==> config.mk <==
export PLATFORM = sky130hd
export DESIGN_NAME = instr_encoder
export DESIGN_NICKNAME = d
export VERILOG_FILES = /design/src/rtl/instr_encoder_pkg.sv /design/src/rtl/instr_word_packer.sv /design/src/rtl/instr_encoder.sv
export SDC_FILE = /design/constraint.sdc
export NUM_CORES = 1
export LEC_CHECK = 0
export CAP_MARGIN = 0
export CORE_MARGIN = 4
export CORE_UTILIZATION = 47
export CTS_CLUSTER_DIAMETER = 80
export DETAILED_ROUTE_END_ITERATION = 8
export GPL_ROUTABILITY_DRIVEN = 0
export GPL_TIMING_DRIVEN = 1
export PLACE_DENSITY_LB_ADDON = 0.05
export SETUP_SLACK_MARGIN = 0.5
export SYNTH_ARGS = -nofsm -noshare
export SYNTH_HDL_FRONTEND = slang
export SYNTH_SLANG_ARGS = --single-unit
==> constraint.sdc <==
create_clock -name clk -period 2.7 [get_ports clk]
set_input_delay 0.54 -clock clk [delete_from_list [all_inputs] [get_ports clk]]
set_output_delay 0.54 -clock clk [all_outputs]
set_load 0.005 [all_outputs]
Run 1, cell classes on the final placement:
(4 px per micron)
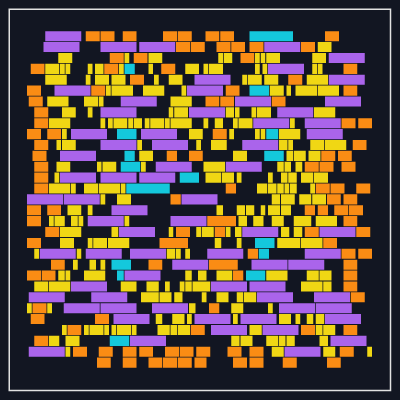
| class | colour | cells | share of their area |
|---|---|---|---|
| clock drivers and dummy loads | cyan | 16 | 4.5% |
| sequential cells | purple | 71 | 37% |
| remaining logic cells | yellow | 231 | 35% |
| remaining buffers and delay cells | orange | 117 | 24% |
final standard cell utilization of the core: 68.3%
area of the core: 7290 sq um

Run 1, placed standard cells:
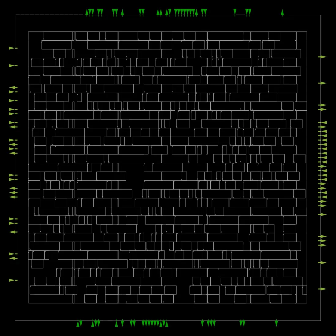
filler instances: 599
number of cell rows: 31

Run 1, where the registers sit:
(4 px per micron) Other sequential cells in the stronger grey, the rest of the logic in the fainter grey.
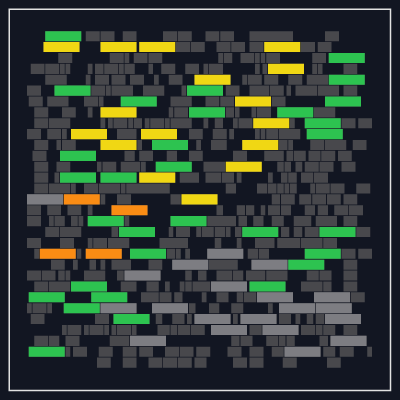
| name in the netlist | colour | sequential cells |
|---|---|---|
| `hi_imm` | yellow | 16 |
| `out_instr` | green | 31 |
| `hi_ra` | orange | 4 |
not coloured: 20
register cell area after layout: 1780 sq um
power in sequential cells: 0.00177 W
fraction of standard cell area that is sequential: 35.7%

==> run notes, run 1 <==
Observations from the implementation run.

GRT:
- The run puts the global routing met2 resource utilization at 31.2%.
- Total global-route track usage over all layers is between 10% and 20%.

Final layout:
- Among all cell classes, the greatest summed area belongs to sequential cells.
- The run gives the final design instance area without fill as 4980 sq um.
- The layout report gives the multi-input gate share of total cell area as 31.5%.
- Clock buffers in the final layout number 9.

Worst setup path:
- In the setup report, the worst path falls into the class in2reg.
- The run gives the number of buffer and inverter instances along the worst setup path as 2.
- The data arrival time reported for the critical path is 2.35 ns.
- The run puts the instance count on the critical path at 6.

Placement:
- The run gives the total placed instance area as ~4800 sq um.
- The run gives the number of cells in the design after placement as roughly 520.

Synth:
- The run puts the synthesized-area fraction occupied by adder cells at less than 1%.
- The synthesis run identifies the leading combinational cell family as multiplexers.
- Once synthesis finished, the tally of register bits stood at about 71.
- The run puts the compound-gate portion of the synthesized area at 6.02%.
- The run gives the simple logic cell fraction of the synthesized area as a little under an eighth.
- The run gives the biggest area consumer among synthesized cells as dfrtp_1.

Power and ir drop:
- The report lists the power per cell area as about 920 nW/um^2.
- The run gives the clock group share of total power as 20.3%.
- The flow reports that sequential cells draw slightly below 40% of the design power.

Clocking:
- The run gives the number of clock sinks seen by CTS as about 71.
- The run puts the number of buffers between clock root and the deepest sink at 2.
- The run puts the post-CTS clock slew at the launch and capture registers of the worst setup and hold paths at around 0.08 ns.
- Once the clock tree was built, the setup fixing pass inserted 0 buffers.
- The clock H-tree reported by CTS has 3 levels.

Route:
- The run gives the first-pass detailed-route iteration total as 4.

Final timing:
- The run gives the largest clock skew in the final design as approximately 0.0062 ns.
- The run gives the number of hold violations in the final report as 0.

Floorplanning:
- The floorplan report lists the tap cell count as 99.

Run status:
- The run finished with clean final reports.

Flow run:
- The logs give a warning total of 26.
## run 1: kinds of logic (layout without fill, tap and decap cells)
family / after synthesis / count (layout)
xor+xnor: 17 / 17
fa+ha+maj: 1 / 1
buf+inv: 45 / 163
other cells: 1 / 1
flops: 71 / 71
simple gates: 88 / 88
compound gates: 30 / 30
mux: 64 / 64
## run 1: cells in the final DEF, fill, tap and decap left out, types with 4 or more instances in the layout
cell type and n:
clkdlybuf4s50_1 104, dfrtp_1 71, mux2i_1 37, nand2_1 36, inv_1 29, mux2_4 24
nor2_1 18, xnor2_1 13, nand3_1 11, o21ai_0 10, clkbuf_8 9, buf_4 9
and3_1 5, nand4_1 5, nor4_1 4, clkinvlp_4 4
--- run 2 (diff from run 1) ---
==> constraint.sdc (replaced) <==
create_clock -name clk -period 2.2 [get_ports clk]
set_input_delay 0.44 -clock clk [delete_from_list [all_inputs] [get_ports clk]]
set_output_delay 0.44 -clock clk [all_outputs]
set_load 0.005 [all_outputs]
==> run notes, run 2 <==
Observations from the implementation run.

Worst setup path:
- The run gives the endpoint class of the critical path as a flip-flop.
- The data arrival time of the critical path is 1.90 ns (-0.45 ns).
- The run gives the worst reg2reg path depth as 4.
- By startpoint and endpoint, the worst setup path is classified as in2reg.

GRT:
- The run gives the all-layer global routing usage as 20.8% (+1.3 points).
- The run puts the global routing met2 resource utilization at 34.3% (+3.1 points).

Power and ir drop:
- Per the OpenROAD power report, leakage power amounts to a little under 3 nW.
- The run puts the clock group share of total power at 15.9% (-4.4 points).
- The power report shows net switching accounting for 30.7% of the total.
- The run gives the power share of the sequential group as 37.5% (-1.0 points).
- The run puts the power dissipated in sequential cells at 0.00214 W (+21%).
- The run gives the total power density per cell area as 1040 nW/um^2 (+13%).

Clocking:
- Post-CTS repair changed the size of 24 cells.
- The run puts the total clock buffers created by CTS at 9.
- The run puts the setup fix buffers added after clock tree synthesis at 18 (+18).
- The run puts the number of clock sinks seen by CTS at 71 (unchanged).
- The run puts the number of levels the H-tree was split into at 3 (unchanged).
- The post-CTS clock slew at the launch and capture registers of the worst setup and hold paths was 0.07 ns (about the same).
- The run gives the number of buffers between clock root and the deepest sink as 2 (unchanged).

Floorplanning:
- The run puts the area of the die at between 9000 and 10000 sq um.
- The run gives the cell row count as 31 (unchanged).
- The run puts the total core area at 7290 sq um (unchanged).

Route:
- For this block, the initial DRC count from the detailed router was 61.
- The run puts the first-pass detailed-route iteration total at 4 (unchanged).

Synth:
- The compound-gate portion of the synthesized area is 6.02% (unchanged).
- The run gives the top logic cell family in the synthesized netlist as multiplexers.
- The run gives the synthesized-area fraction occupied by adder cells as 0.352% (unchanged).
- The run puts the number of nets at floorplan at 373.
- The area recorded from the Yosys report for this design is about 3600 sq um.
- The run puts the number of flip-flops and latches in the synthesized netlist at 71 (unchanged).
- The run puts the simple logic cell fraction of the synthesized area at 11.6% (unchanged).

Final layout:
- The most common logic cell in the final layout is clkdlybuf4s50_1.
- The run gives the register area as 1780 sq um (+0.14%).
- The run puts the number of nets in the layout at around 530.
- The library cells used most frequently in the layout, excluding fill and tap cells, are clkdlybuf4s50_1 (72), dfrtp_1 (69), buf_4 (40), mux2i_1 (37), nand2_1 (36).

Placement:
- Port buffering added about 110 buffers.

Final timing:
- After routing, the total negative slack on setup checks comes to 0 ns.
- The number of hold violations in the final report is 0 (unchanged).
- The largest clock skew in the final design was 0.0108 ns (+0.00456 ns).

Run status:
- The flow ran to the end, and the final reports show no timing, DRC or antenna violations.

Flow run:
- The run puts the number of warning messages in the logs at 28 (+7.7%).
-- run 2: stage by stage --
step	cells	util, %	cell area [sq um]
2_1_floorplan	317	-	3580
3_3_place_gp	531	67.2	4900
3_5_place_dp	531	67.2	4900
4_1_cts	565	72.8	5310
5_1_grt	576	75.3	5490
6_report	576	75.3	5490
-- run 2: final cells by class --
cell class / count / share of cell area, %
flip-flops and latches: 71 / 32.4
repair buffers: 161 / 30.9
multi-input cells: 201 / 29.4
clock buffers: 13 / 2.89
well taps: 99 / 2.26
inverters: 30 / 2.12
clock inverters: 1 / 0.0912
-- run 2: worst max-delay path, delay by kind of cell --
| kind | cells | cell delay (ns) |
|---|---|---|
| and+or+nand+nor | 1 | 0.14 |
| AOI/OAI and AO/OA | 2 | 0.42 |
| buffers and inverters | 3 | 0.61 |
| muxes | 1 | 0.29 |
Run 2, M3 wires:
(3 px per micron)
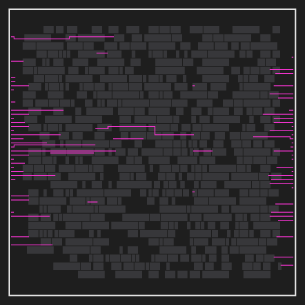
wire length on this layer: 481 microns
longest straight run: 34.7 microns
share of all routed wire: 5.4%
main direction: horizontal
nets with wire on the layer: 65
total vias in the final route: 2839
wire length after detailed routing: 8970 microns
met3 GRT Util: 5.74%

Run 2, placed standard cells:
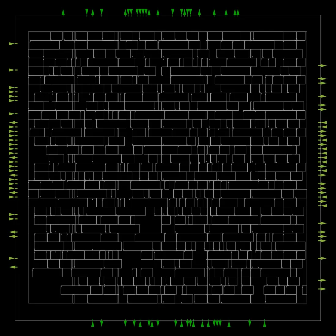
fraction of standard cell area that is sequential: 32.4%
filler instances: 521
Tapcells: 99
final standard cell utilization of the core: 75.3%

Power and IR drop assume default switching activity.
